## src/rtl/frame_scaler_pkg.sv

```systemverilog
// Shared definitions for the frame_scaler pyramid downscaler.
//   DEFAULT_* : default widths and fixed-point format
//   ONE_STEP  : a scale step of exactly 1.0 in the default format
//   state_t   : scaler control state (IDLE / ACTIVE)
//   beat_t    : one output beat at the default widths {pixel, x, y, sof, eol}
//   beat_width: packed width of a beat for arbitrary pixel/coord widths
package frame_scaler_pkg;

    localparam int DEFAULT_PIXEL_WIDTH = 8;
    localparam int DEFAULT_COORD_WIDTH = 16;
    localparam int DEFAULT_FRAC_BITS   = 8;
    localparam int ONE_STEP            = 1 << DEFAULT_FRAC_BITS;

    typedef enum logic {
        IDLE   = 1'b0,
        ACTIVE = 1'b1
    } state_t;

    typedef struct packed {
        logic [DEFAULT_PIXEL_WIDTH-1:0] pixel;
        logic [DEFAULT_COORD_WIDTH-1:0] x;
        logic [DEFAULT_COORD_WIDTH-1:0] y;
        logic                           sof;
        logic                           eol;
    } beat_t;

    function automatic int beat_width(input int pixel_width, input int coord_width);
        return pixel_width + 2 * coord_width + 2;
    endfunction

endpackage

```

## src/rtl/frame_scaler_skid_fifo.sv

```systemverilog
// scaler_skid_fifo: 2-entry valid/ready buffer for packed output beats.
//   clk, reset_os           : clock, asynchronous active-low reset (flushes)
//   push_valid/ready/data   : upstream side; push_ready = (count < 2)
//   pop_valid/ready/data    : downstream side; pop_data is held while not taken
// push_ready depends only on the stored count, never on pop_ready.
module scaler_skid_fifo #(
    parameter int WIDTH = 8
) (
    input  logic             clk,
    input  logic             reset_os,
    input  logic             push_valid,
    output logic             push_ready,
    input  logic [WIDTH-1:0] push_data,
    output logic             pop_valid,
    input  logic             pop_ready,
    output logic [WIDTH-1:0] pop_data
);

    logic [WIDTH-1:0] mem_reg [2];
    logic [1:0]       count_reg;
    logic             wr_ptr_reg;
    logic             rd_ptr_reg;
    logic             push;
    logic             pop;

    assign push_ready = (count_reg != 2'd2);
    assign pop_valid  = (count_reg != 2'd0);
    assign pop_data   = mem_reg[rd_ptr_reg];
    assign push       = push_valid & push_ready;
    assign pop        = pop_valid & pop_ready;

    always_ff @(posedge clk or negedge reset_os) begin
        if (!reset_os) begin
            count_reg  <= 2'd0;
            wr_ptr_reg <= 1'b0;
            rd_ptr_reg <= 1'b0;
            for (int i = 0; i < 2; i++) begin
                mem_reg[i] <= '0;
            end
        end else begin
            if (push) begin
                mem_reg[wr_ptr_reg] <= push_data;
                wr_ptr_reg          <= ~wr_ptr_reg;
            end
            if (pop) begin
                rd_ptr_reg <= ~rd_ptr_reg;
            end
            case ({push, pop})
                2'b10:   count_reg <= count_reg + 2'd1;
                2'b01:   count_reg <= count_reg - 2'd1;
                default: count_reg <= count_reg;
            endcase
        end
    end

endmodule

```

## src/rtl/frame_scaler.sv

```systemverilog
// frame_scaler: streaming nearest-neighbour downscaler with a runtime
// fixed-point step (source pixels per destination pixel, clamped to >= 1.0).
//   i_valid/o_ready/i_pixel/i_sof/i_step : raster-order source stream
//   o_valid/i_ready/o_pixel/o_xcoord/o_ycoord/o_sof/o_eol : scaled stream
//   o_frame_done : pulse the cycle after the last source pixel is consumed
//   o_err        : sticky, set when sof arrives in the middle of a frame
module frame_scaler
    import frame_scaler_pkg::*;
#(
    parameter int PIXEL_WIDTH = DEFAULT_PIXEL_WIDTH,
    parameter int COORD_WIDTH = DEFAULT_COORD_WIDTH,
    parameter int SRC_WIDTH   = 10,
    parameter int SRC_HEIGHT  = 10,
    parameter int FRAC_BITS   = DEFAULT_FRAC_BITS
) (
    input  logic                   clk,
    input  logic                   reset_os,
    input  logic [COORD_WIDTH-1:0] i_step,
    input  logic                   i_valid,
    output logic                   o_ready,
    input  logic [PIXEL_WIDTH-1:0] i_pixel,
    input  logic                   i_sof,
    output logic                   o_valid,
    input  logic                   i_ready,
    output logic [PIXEL_WIDTH-1:0] o_pixel,
    output logic [COORD_WIDTH-1:0] o_xcoord,
    output logic [COORD_WIDTH-1:0] o_ycoord,
    output logic                   o_sof,
    output logic                   o_eol,
    output logic                   o_frame_done,
    output logic                   o_err
);

    localparam int ACC_WIDTH  = COORD_WIDTH + FRAC_BITS;
    localparam int BEAT_WIDTH = beat_width(PIXEL_WIDTH, COORD_WIDTH);
    localparam logic [COORD_WIDTH-1:0] LAST_X    = COORD_WIDTH'(SRC_WIDTH - 1);
    localparam logic [COORD_WIDTH-1:0] LAST_Y    = COORD_WIDTH'(SRC_HEIGHT - 1);
    localparam logic [COORD_WIDTH-1:0] COORD_ONE = COORD_WIDTH'(1);
    localparam logic [COORD_WIDTH-1:0] STEP_ONE  = COORD_WIDTH'(1) << FRAC_BITS;

    state_t                 state_reg, state_next;
    logic [COORD_WIDTH-1:0] step_reg, step_next;
    logic [COORD_WIDTH-1:0] src_x_reg, src_x_next, src_y_reg, src_y_next;
    logic [COORD_WIDTH-1:0] dst_x_reg, dst_x_next, dst_y_reg, dst_y_next;
    logic [ACC_WIDTH-1:0]   nx_reg, nx_next, ny_reg, ny_next;
    logic                   err_reg, err_next;
    logic                   frame_done_reg, frame_done_next;

    // Effective (this-transfer) view: a sof transfer behaves as if every
    // counter were already zero and the new step already latched.
    logic                   in_xfer, restart, take, sel, row_sel, eol;
    logic                   at_row_end, at_frame_end;
    logic [COORD_WIDTH-1:0] step_eff, cur_x, cur_y, cur_dx, cur_dy;
    logic [ACC_WIDTH-1:0]   cur_nx, cur_ny, step_ext, nx_sum, ny_sum;

    logic                   push_valid, push_ready, pop_valid;
    logic [BEAT_WIDTH-1:0]  push_data, pop_data;

    // State register
    always_ff @(posedge clk or negedge reset_os) begin
        if (!reset_os) begin
            state_reg <= IDLE;
        end else begin
            state_reg <= state_next;
        end
    end

    // Next-state logic
    always_comb begin
        state_next = state_reg;
        case (state_reg)
            IDLE:    if (restart) state_next = at_frame_end ? IDLE : ACTIVE;
            ACTIVE:  if (take)    state_next = at_frame_end ? IDLE : ACTIVE;
            default: state_next = IDLE;
        endcase
    end

    // Output / datapath control
    always_comb begin
        in_xfer  = i_valid & o_ready;
        restart  = in_xfer & i_sof;
        take     = in_xfer & ((state_reg == ACTIVE) | i_sof);
        step_eff = restart ? ((i_step < STEP_ONE) ? STEP_ONE : i_step) : step_reg;
        cur_x    = restart ? '0 : src_x_reg;
        cur_y    = restart ? '0 : src_y_reg;
        cur_dx   = restart ? '0 : dst_x_reg;
        cur_dy   = restart ? '0 : dst_y_reg;
        cur_nx   = restart ? '0 : nx_reg;
        cur_ny   = restart ? '0 : ny_reg;
        step_ext = {{FRAC_BITS{1'b0}}, step_eff};
        nx_sum   = cur_nx + step_ext;
        ny_sum   = cur_ny + step_ext;

        row_sel      = (cur_y == cur_ny[ACC_WIDTH-1:FRAC_BITS]);
        sel          = row_sel && (cur_x == cur_nx[ACC_WIDTH-1:FRAC_BITS]);
        eol          = (nx_sum[ACC_WIDTH-1:FRAC_BITS] > LAST_X);
        at_row_end   = (cur_x == LAST_X);
        at_frame_end = at_row_end && (cur_y == LAST_Y);

        push_valid = take & sel;
        push_data  = {i_pixel, cur_dx, cur_dy, restart, eol};

        step_next  = step_reg;
        src_x_next = src_x_reg;
        src_y_next = src_y_reg;
        dst_x_next = dst_x_reg;
        dst_y_next = dst_y_reg;
        nx_next    = nx_reg;
        ny_next    = ny_reg;
        if (take) begin
            step_next  = step_eff;
            src_y_next = cur_y;
            dst_y_next = cur_dy;
            ny_next    = cur_ny;
            if (at_row_end) begin
                src_x_next = '0;
                dst_x_next = '0;
                nx_next    = '0;
                if (at_frame_end) begin
                    src_y_next = '0;
                    dst_y_next = '0;
                    ny_next    = '0;
                end else begin
                    src_y_next = cur_y + COORD_ONE;
                    if (row_sel) begin
                        ny_next    = ny_sum;
                        dst_y_next = cur_dy + COORD_ONE;
                    end
                end
            end else begin
                src_x_next = cur_x + COORD_ONE;
                dst_x_next = sel ? cur_dx + COORD_ONE : cur_dx;
                nx_next    = sel ? nx_sum : cur_nx;
            end
        end

        // A sof exactly at (0,0) is a legal frame start, not an error.
        err_next        = err_reg | (restart & (state_reg == ACTIVE) &
                                     !((src_x_reg == '0) && (src_y_reg == '0)));
        frame_done_next = take & at_frame_end;
    end

    always_ff @(posedge clk or negedge reset_os) begin
        if (!reset_os) begin
            step_reg       <= STEP_ONE;
            src_x_reg      <= '0;
            src_y_reg      <= '0;
            dst_x_reg      <= '0;
            dst_y_reg      <= '0;
            nx_reg         <= '0;
            ny_reg         <= '0;
            err_reg        <= 1'b0;
            frame_done_reg <= 1'b0;
        end else begin
            step_reg       <= step_next;
            src_x_reg      <= src_x_next;
            src_y_reg      <= src_y_next;
            dst_x_reg      <= dst_x_next;
            dst_y_reg      <= dst_y_next;
            nx_reg         <= nx_next;
            ny_reg         <= ny_next;
            err_reg        <= err_next;
            frame_done_reg <= frame_done_next;
        end
    end

    scaler_skid_fifo #(
        .WIDTH (BEAT_WIDTH)
    ) u_fifo (
        .clk        (clk),
        .reset_os   (reset_os),
        .push_valid (push_valid),
        .push_ready (push_ready),
        .push_data  (push_data),
        .pop_valid  (pop_valid),
        .pop_ready  (i_ready),
        .pop_data   (pop_data)
    );

    assign o_ready      = push_ready;
    assign o_valid      = pop_valid;
    assign o_pixel      = pop_data[BEAT_WIDTH-1 -: PIXEL_WIDTH];
    assign o_xcoord     = pop_data[2*COORD_WIDTH+1 -: COORD_WIDTH];
    assign o_ycoord     = pop_data[COORD_WIDTH+1 -: COORD_WIDTH];
    assign o_sof        = pop_valid & pop_data[1];
    assign o_eol        = pop_valid & pop_data[0];
    assign o_frame_done = frame_done_reg;
    assign o_err        = err_reg;

endmodule

```

## config.mk

```make
export PLATFORM = sky130hd
export DESIGN_NAME = frame_scaler
export DESIGN_NICKNAME = d
export VERILOG_FILES = /design/src/rtl/frame_scaler_pkg.sv /design/src/rtl/frame_scaler_skid_fifo.sv /design/src/rtl/frame_scaler.sv
export SDC_FILE = /design/constraint.sdc
export NUM_CORES = 1
export LEC_CHECK = 0
export CAP_MARGIN = 40
export CORE_UTILIZATION = 40
export DETAILED_ROUTE_END_ITERATION = 7
export GPL_TIMING_DRIVEN = 0
export PLACE_DENSITY_LB_ADDON = 0.05
export SLEW_MARGIN = 10
export SYNTH_ARGS = -nofsm -noshare
export SYNTH_HDL_FRONTEND = slang
export SYNTH_SLANG_ARGS = --single-unit
```

## constraint.sdc

```tcl
create_clock -name clk -period 11.4 [get_ports clk]
set_clock_uncertainty 0.05 [all_clocks]
set_input_delay 1.71 -clock clk [delete_from_list [all_inputs] [get_ports clk]]
set_output_delay 1.71 -clock clk [all_outputs]
set_load 0.05 [all_outputs]
```

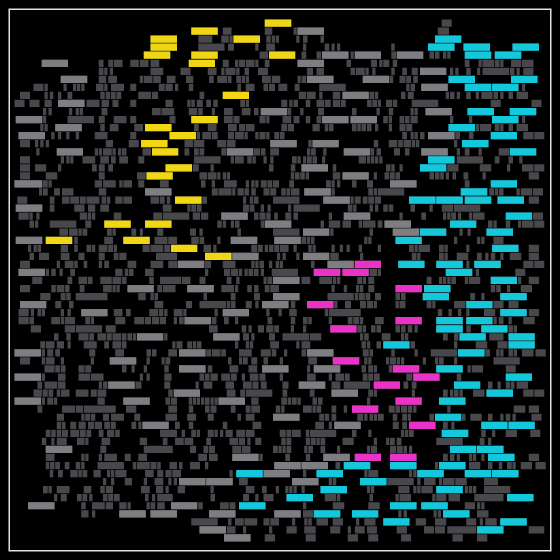
**Above:** sequential cells grouped by signal name.
Other sequential cells in the stronger gray, the rest of the logic in the fainter gray.
- magenta: dst_x_reg (flops 16)
- yellow: ny_reg (flops 24)
- cyan: u_fifo.mem_reg (flops 84)
final core occ: 48.2%
FF+latch area: 0.00548 mm^2
Seq area share: 35.7%
P_seq: 1.00 mW

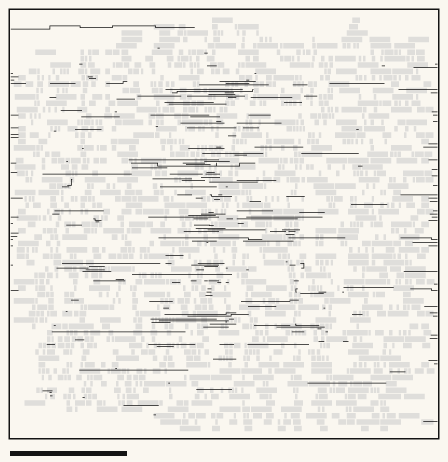
**Above:** the metal 3 layer.
Scale bar: 50 um.
- share of all routed wire: 5.3%
- nets with wire on the layer: 167
- longest straight run: 56.8 um
- wire length on this layer: 2,350 um
- main direction: horizontal
vias: 12,000
Routed WL: 44,400 um
met3 Use GR: 3.47%

==> qor.csv <==
stage;metric;value;unit
routing;drtIter0Drc;969;
floorplan;core_area;0.0318;mm^2
placement;portBuffers;74;
final_timing;max_slew_margin;37.0;%
synth;ys_seq_elements;219;
final_layout;n_antenna_cell;1;
floorplan;ioPinCount;75;
clock_tree;clock_sinks;219;
synth;syn_area;0.0130;mm^2
critical_path;critical_path.slowest_cell;nor2_1;
final_layout;comb_cells;1195;
critical_path;ff2ff_path_depth;21;
routing;vias_per_cell;5.74;
final_timing;tightest_slew;939;ps
critical_path;startpoint;i_valid;
global_route;antenna_found_initial;0;
synth;synth-seq-area-share;42.0;%
floorplan;fp.dieH;183;um
critical_path;cp-end-kind;flip-flop;
synth;ys_area;0.0130;mm^2
global_route;grt_pass1_vias;12000;
routing;drc;0;
final_layout;design_area;0.0153;mm^2
clock_tree;cts_tree;built;
final_layout;final_nets;1699;
synth;synth_cells;1530;
final_layout;area_growth;17.6;%
placement;place_inst;2043;
min_path;min_path_cells;2;
critical_path;rr_startpoint;u_fifo.count_reg[0];
power;leakagePower;6.86;nW
clock_tree;htree_levels;1;
critical_path;cp_top_family;buffers and inverters;
critical_path;crit_chain;clkdlybuf4s50_1 > and2_1 > nand2_1 > buf_2 > buf_1 > buf_2 > clkbuf_1 > buf_2 > clkbuf_1 > clkbuf_1 > nand2_1 > ha_1 > nand2_1 > a21oi_1 > nand4_1 > clkbuf_1 > nand2_1 > nor2_1 > inv_1 > buf_1 > o21ai_0;
clock_tree;cts_setup_buffers;0;
global_route;grt.overflow.total;0;
global_route;grt_max_degree;101;
global_route;grt_pass1_wl;70500;um
final_layout;fin_cells;2094;
synth;ys_warn_count;0;
clock_tree;ctsHoldBuffers;0;
clock_tree;clock_latency;540;ps
synth;topCellsByArea;dfrtp_1 42%, nand2_1 8.5%, o21ai_0 7.0%, mux2_2 4.2%, xor2_1 3.6%;
power;p_per_area;219;mW/mm^2
power;power;3.36;mW
min_path;hold_path_class;flip-flop to flip-flop;
floorplan;fp.dieArea;0.0333;mm^2
flow_run;warnings;31;
routing;wl_per_cell;21.2;um
critical_path;crit_path_end;nx_reg[5];
clock_tree;cts_buffer_depth;3;
floorplan;rows;65;
final_timing;finalCritPeriodShare;84.3;%
final_layout;clk_share;6.05;%
critical_path;crit_arrival;10020;ps
final_layout;clockBufferCount;38;
min_path;holdCritStartpoint;step_reg[0];
clock_tree;path_clk_slew;60;ps
floorplan;initial_core_util;41.0;%
routing;ant_nets;0;
min_path;hold_path_end;step_reg[0];
final_layout;sh_comb_area;46.3;%
placement;gp_congestion;0.930;
clock_tree;root_buffer;clkbuf_16;
critical_path;start_kind;input port;
final_layout;nNonClkInverters;24;
synth;ys_cells;1530;
final_timing;drv_slew;0;
global_route;track_usage;27.3;%
final_layout;nNonClkBuffers;170;
placement;post-dp-hpwl;31800;um
synth;synth-edff-count;0;
final_timing;setup_viol;0;
clock_tree;cts_buffers;28;
critical_path;r2r_slack;2580;ps
placement;place_area;0.0144;mm^2
critical_path;path_depth;21;
final_layout;drive_gt1_share;7.60;%
clock_tree;ctsResizeCount;0;
critical_path;critPathBufInv;11;
final_layout;largest_reg_flops;84;
final_layout;comb_area;0.00711;mm^2
power;ir_worst_vdd;0.118;mV
critical_path;critPathMaxFanout;10;
critical_path;worstSetupPathType;input port to flip-flop;
final_layout;layout_top_cell;nand2_1;
final_layout;largestClassByArea;combinational gates;
synth;flop_cell;dfrtp_1;
final_layout;lay_top_cells;297 x nand2_1, 218 x dfrtp_1, 183 x o21ai_0;
status;run_status;finished, final reports clean;
synth;syn_nets;1591;
final_timing;hold_viol;0;
floorplan;die_x;183;um
final_layout;bufAreaShareNonClock;7.74;%
critical_path;critPathMaxStageDelay;710;ps
synth;synth.avg_cell_area;8.52;um^2
final_timing;rsz0062_at_grt;no;
final_timing;final.setup.tns;0;ps
routing;drt_pass1_iterations;6;
synth;yosys.cell_types.count;78;
synth;async_flop_share;100;%
final_timing;fin_crit;9620;ps
synth;largest_area_cell;dfrtp_1;
final_timing;fmax;104;MHz
flow_run;cap_violations;0;
critical_path;r2r-end;nx_reg[5];
critical_path;required;11800;ps
synth;top_cell_area_share;41.8;%
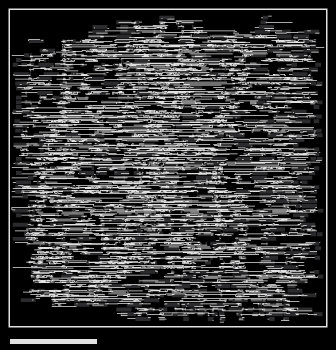
**Above:** signal wires on met1.
Scale bar: 50 um.
- wire length on this layer: 20.1 mm
- longest straight run: 69.5 um
- nets with wire on the layer: 1,573
- main direction: horizontal
routing usage on met1: 37.1%

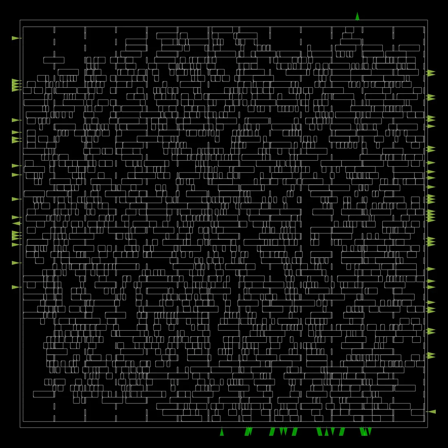
**Above:** placement view.
Fill cells: 3,197
tapcell count: 435
Seq cells: 219

-- Yosys cell counts (all sizes together) (6+ instances only) --
master  instances
a211o           6
a211oi          6
a21o           16
a21oi          79
a22o           15
a31o            7
a31oi           8
a41oi           8
and2           35
and3           19
and4            7
buf            15
clkbuf         77
dfrtp         218
ha             30
inv            24
mux2           49
nand2         297
nand3          70
nand4          23
nor2           89
nor3           18
nor4           19
o211ai          8
o21a            7
o21ai         186
o22ai          17
o31ai          15
or3            11
xnor2          17
xor2           54
-- per-layer routing --
layer / wire, um / global-route usage (%) / vias up
met1: 20100 / 37.1 / 5835
met4: 1370 / 9.34 / 0
met3: 2350 / 3.47 / 75
li1: - / - / 5694
met2: 20500 / 44.9 / 414
met5: 0 / 0 / -
-- where the power goes --
| part | internal (mW) | switching [mW] | total, mW |
|---|---|---|---|
| Sequential | 0.901 | 0.100 | 1.00 |
| Clock | 0.550 | 0.353 | 0.902 |
| Combinational | 0.484 | 0.972 | 1.46 |
-- cell families after synthesis --
| kind of cell | count (synthesis) | share of synthesized area [%] |
|---|---|---|
| simple gates | 617 | 21.8 |
| compound gates | 417 | 19.7 |
| flops | 219 | 42.0 |
| buf+inv | 116 | 3.48 |
| xor+xnor | 71 | 4.83 |
| mux | 54 | 4.61 |
| fa+ha+maj | 36 | 3.49 |
-- through the flow --
step	setup slack, ps	hold WS, ps	util (%)
floorplan	4720	383	-
global placement	-1410	395	45.1
detailed placement	1480	400	45.3
CTS	2030	414	48.2
global route	1640	433	48.2
finish	1780	409	48.2
No activity file was given, so power comes from the tool's default toggle rates.
